===== src/rtl/apb_master_bridge.sv =====
// Purpose: single-outstanding valid/ready request to APB master bridge with ACCESS-phase timeout abort.
// Latency: accept at edge N, SETUP in N+1, ACCESS from N+2, resp_valid in N+3 with zero wait states.
// Backpressure: req_ready only in IDLE (one transfer per 3 cycles max); response path has no backpressure.
module apb_master_bridge #(
   parameter int a_w       = 8,
   parameter int timeout_c = 16,   // ACCESS cycles allowed without pready; 0 disables the abort
   parameter int to_w      = 8     // must satisfy timeout_c < 2**to_w
) (
   input  logic           pclk,
   input  logic           presetn,
   input  logic           req_valid,
   output logic           req_ready,
   input  logic           req_write,
   input  logic [a_w-1:0] req_addr,
   input  logic [31:0]    req_wdata,
   output logic           resp_valid,
   output logic [31:0]    resp_rdata,
   output logic           resp_err,
   output logic [a_w-1:0] paddr,
   output logic [31:0]    pwdata,
   output logic           pwrite,
   output logic           psel,
   output logic           penable,
   input  logic [31:0]    prdata,
   input  logic           pready
);

   typedef enum logic [1:0] {
      st_idle   = 2'd0,
      st_setup  = 2'd1,
      st_access = 2'd2
   } state_t;

   // Abort fires on the cycle where the counter reaches timeout_c-1, so ACCESS
   // never lasts longer than timeout_c cycles.
   localparam bit              to_en    = (timeout_c != 0);
   localparam logic [to_w-1:0] cnt_last = to_en ? to_w'(timeout_c - 1) : '0;

   state_t          state;
   logic [to_w-1:0] cnt;

   // Single FSM; every output is a register so nothing combinational reaches the APB bus or the core.
   always_ff @(posedge pclk or negedge presetn) begin
      if (!presetn) begin
         state      <= st_idle;
         cnt        <= '0;
         req_ready  <= 1'b0;
         resp_valid <= 1'b0;
         resp_rdata <= '0;
         resp_err   <= 1'b0;
         paddr      <= '0;
         pwdata     <= '0;
         pwrite     <= 1'b0;
         psel       <= 1'b0;
         penable    <= 1'b0;
      end else begin
         // Response strobe is a single-cycle pulse; data/err hold until the next response.
         resp_valid <= 1'b0;
         case (state)
            st_idle: begin
               psel    <= 1'b0;
               penable <= 1'b0;
               if (req_valid && req_ready) begin
                  // Address/data/direction are captured once and stay frozen until the next accept.
                  paddr     <= req_addr;
                  pwdata    <= req_wdata;
                  pwrite    <= req_write;
                  psel      <= 1'b1;
                  req_ready <= 1'b0;
                  state     <= st_setup;
               end else begin
                  req_ready <= 1'b1;
               end
            end

            st_setup: begin
               penable <= 1'b1;
               cnt     <= '0;
               state   <= st_access;
            end

            st_access: begin
               if (pready) begin
                  // pready is checked first so a completion on the last timeout cycle is not an error.
                  psel       <= 1'b0;
                  penable    <= 1'b0;
                  resp_valid <= 1'b1;
                  resp_err   <= 1'b0;
                  resp_rdata <= pwrite ? 32'h0 : prdata;
                  req_ready  <= 1'b1;
                  state      <= st_idle;
               end else if (to_en && (cnt == cnt_last)) begin
                  psel       <= 1'b0;
                  penable    <= 1'b0;
                  resp_valid <= 1'b1;
                  resp_err   <= 1'b1;
                  resp_rdata <= 32'h0;
                  req_ready  <= 1'b1;
                  state      <= st_idle;
               end else begin
                  cnt <= cnt + to_w'(1);
               end
            end

            default: begin
               psel      <= 1'b0;
               penable   <= 1'b0;
               req_ready <= 1'b0;
               state     <= st_idle;
            end
         endcase
      end
   end

endmodule

===== config.mk =====
export PLATFORM = sky130hd
export DESIGN_NAME = apb_master_bridge
export DESIGN_NICKNAME = d
export VERILOG_FILES = /design/src/rtl/apb_master_bridge.sv
export SDC_FILE = /design/constraint.sdc
export NUM_CORES = 1
export LEC_CHECK = 0
export CORE_MARGIN = 2
export CORE_UTILIZATION = 38
export DETAILED_ROUTE_END_ITERATION = 8
export HOLD_SLACK_MARGIN = 0.08
export PLACE_DENSITY = 0.73
export SYNTH_ARGS = -nofsm -noshare
export SYNTH_HDL_FRONTEND = slang
export SYNTH_SLANG_ARGS = --single-unit

===== constraint.sdc =====
create_clock -name pclk -period 1.82 [get_ports pclk]
set_clock_uncertainty 0.05 [all_clocks]
set_input_delay 0.182 -clock pclk [delete_from_list [all_inputs] [get_ports pclk]]
set_output_delay 0.182 -clock pclk [all_outputs]
set_load 0.02 [all_outputs]

==> impl_metrics.csv <==
group,metric,value,unit
synthesis,top_post_synthesis_cells_by_area,"sky130_fd_sc_hd__dfrtp_1, sky130_fd_sc_hd__mux2_2, sky130_fd_sc_hd__o311ai_0",
critical_path,path_max_fanout,33,
route,routed-via-count,3192,
placement,placed_cells,622,
sta,tightest_pin_transition,0.5410,ns
floorplanning,core_area,9774,um2
placement,place_ws,0.02436,ns
synthesis,post-synth-top-area-fraction,57.29,%
route,detailedRoute.firstPassIterationCount,4,
critical_path,data_arrival_critical_path,1.87,ns
sta,unrepaired_setup_endpoints_after_global_routing,"no",
global_route,grt_use_total,18.87,%
final_layout,drive_gt1_share,15.19,%
sta,setup_ws,0.1220,ns
synthesis,synth-seq-cells,88,
synthesis,synth-warning-count,0,
synthesis,adder_share,0.3255,%
synthesis,synthMostInstantiatedCell,"sky130_fd_sc_hd__dfrtp_1",
synthesis,yosys-stat-cells,342,
sta,slew-limit-headroom,63.93,%
clock_tree,root_buffer,"sky130_fd_sc_hd__clkbuf_8",
synthesis,cell_count_after_synthesis,342,
final_layout,area_growth_syn_to_layout,51.01,%
placement,placement.io_buffers,154,
global_route,grt_max_degree,43,
placement,routabilityCongestion,0.7527,
critical_path,timing.setup.critical_path_class,"reg -> reg",
synthesis,netlist_top_cells_count,"sky130_fd_sc_hd__dfrtp_1, sky130_fd_sc_hd__nand2_1, sky130_fd_sc_hd__mux2_2",
synthesis,postSynth.topFlopCell,"sky130_fd_sc_hd__dfrtp_1",
pwr,pwr-share-seq,35.7,%
run,tool_warnings,26,
sta,tns,0,ns
floorplanning,boundaryPins,155,
floorplanning,die_width,104.6,um
pwr,cellLeakagePower,2.565,nW
synthesis,synth_chip_area,3844,um2
route,antenna_violating_nets_post_route,0,
global_route,grt_util_met2,32.59,%
sta,max_freq,588.9,MHz
final_layout,antenna_cells_inserted,0,
pwr,netSwitchingFraction,38.54,%
route,postRouteWirelength,10150,um
synthesis,top_area_cell,"sky130_fd_sc_hd__dfrtp_1",
synthesis,post_synth_and_or_nand_nor_area_fraction,11.49,%
critical_path,critical_path.endpoint_type,"flip-flop",
global_route,antenna_found_initial,0,
status,outcome,"completed",
[logic make-up (layout without fill, tap and decap cells)]
kind of cell    Yosys count  count (layout)
compound gates           52              52
fa+ha+maj                 1               1
buf+inv                  59             224
flops                    88              88
mux                      45              45
simple gates             97              97
[sequential cells by signal, summed over array words and instances (netlist names)]
name        count
psel            1
pwrite          1
req_ready       1
cnt             8
pwdata         32
paddr           8
resp_valid      1
resp_err        1
resp_rdata     32
state           2
penable         1
[placed cells by master, fill, tap and decap left out, types with 3 or more instances in the layout]
cell,Yosys,final
sky130_fd_sc_hd__inv_1,36,36
sky130_fd_sc_hd__o21ai_0,3,3
sky130_fd_sc_hd__mux2_2,41,41
sky130_fd_sc_hd__nand2b_1,4,4
sky130_fd_sc_hd__clkbuf_8,0,9
sky130_fd_sc_hd__clkdlybuf4s50_1,0,153
sky130_fd_sc_hd__a21oi_1,4,4
sky130_fd_sc_hd__buf_12,0,3
sky130_fd_sc_hd__o311ai_0,32,30
sky130_fd_sc_hd__buf_4,5,15
sky130_fd_sc_hd__mux2i_1,4,4
sky130_fd_sc_hd__nand2_1,74,74
sky130_fd_sc_hd__dfrtp_1,88,88
sky130_fd_sc_hd__nand3_1,3,3
[power groups by stage]
stage                     registers (W)  logic [W]  clock network, W
after CTS                       0.00341    0.00496           0.00125
after global routing            0.00352    0.00525           0.00132
after floorplan                 0.00437    0.00158                 0
after global placement          0.00339    0.00481                 0
final                           0.00340    0.00491           0.00121
after detailed placement        0.00344    0.00495                 0
[final cells by class]
| cell class | instances | area, um2 |
|---|---|---|
| clock buffer | 11 | 131.4 |
| clock inverter | 5 | 41.29 |
| fill | 835 | 3970 |
| inverter | 36 | 135.1 |
| multi-input combinational | 195 | 1414 |
| sequential | 88 | 2202 |
| tap | 133 | 166.4 |
| timing repair buffer | 172 | 1714 |
[what timing repair did]
item,CTS,global route
resized,0,2
endpoints found under the setup margin,0,2
hold buffers,1,0
endpoints found under the hold margin,39,0
setup buffers,0,1
[through the flow]
step | area, um2 | power, W | hold slack (ns)
floorplan | 3844 | 0.005949 | -0.1636
global placement | 5614 | 0.008207 | 0.1526
detailed placement | 5614 | 0.008386 | 0.1571
CTS | 5797 | 0.009612 | 0.3096
global route | 5804 | 0.01008 | 0.3375
finish | 5804 | 0.009514 | 0.2924
[worst max-delay path, stage by stage, from the launching register on]
cell,delay [ns]
sky130_fd_sc_hd__dfrtp_1,0.42
sky130_fd_sc_hd__ha_1,0.25
sky130_fd_sc_hd__nand4b_1,0.27
sky130_fd_sc_hd__nor2_4,0.08
sky130_fd_sc_hd__buf_12,0.17
sky130_fd_sc_hd__o311ai_0,0.34
[final timing paths]
path,from,end,slack [ns],depth (start not counted)
worst min register to register,paddr[2],paddr[2],0.46,1
min in group pclk,req_wdata[9],pwdata[9],0.38,2
worst min-delay path,presetn,pwdata[0],0.29,2
worst max-delay path,cnt[0],resp_rdata[20],0.12,5
max in group asynchronous,presetn,resp_rdata[6],0.78,3
worst max register to register,cnt[0],resp_rdata[20],0.12,5
[per-layer routing]
layer  up-vias  routed length [um]
met3        15                 466
met5         -                   0
met4         0                 225
met2        78                5275
li1       1505                   -
met1      1594                4179
M1 wires:
Supply wires on this layer in grey.
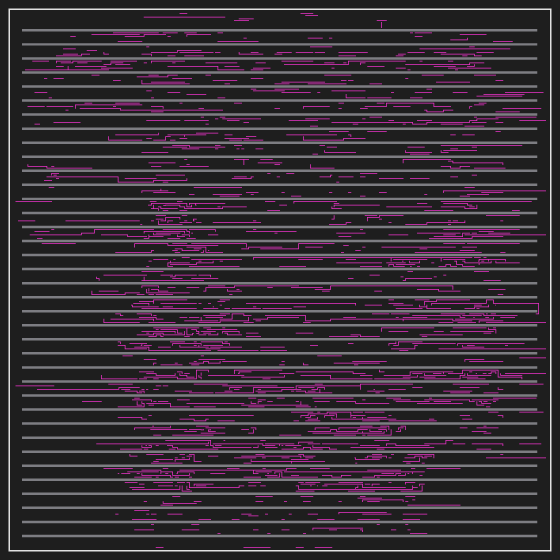
- share of all routed wire: 41%
- wire length on this layer: 4180 um

Register map, names as in the netlist:
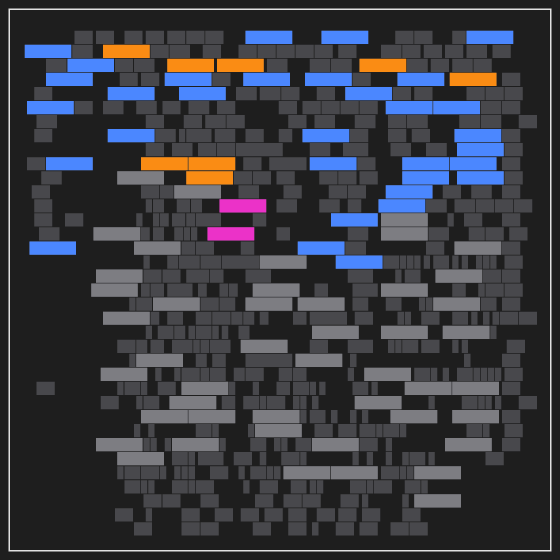
- orange: paddr (sequential cells 8)
- blue: pwdata (sequential cells 32)
- magenta: state (sequential cells 2)
- not coloured: 46

Gate families picked out:
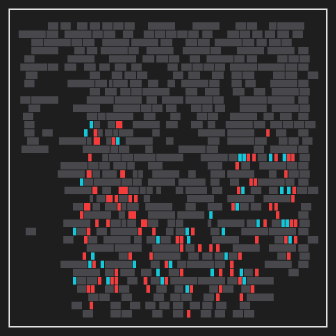
- cyan: inv cells (cells 36)
- red: nand cells (cells 84)

No activity file was given, so power comes from the tool's default toggle rates.
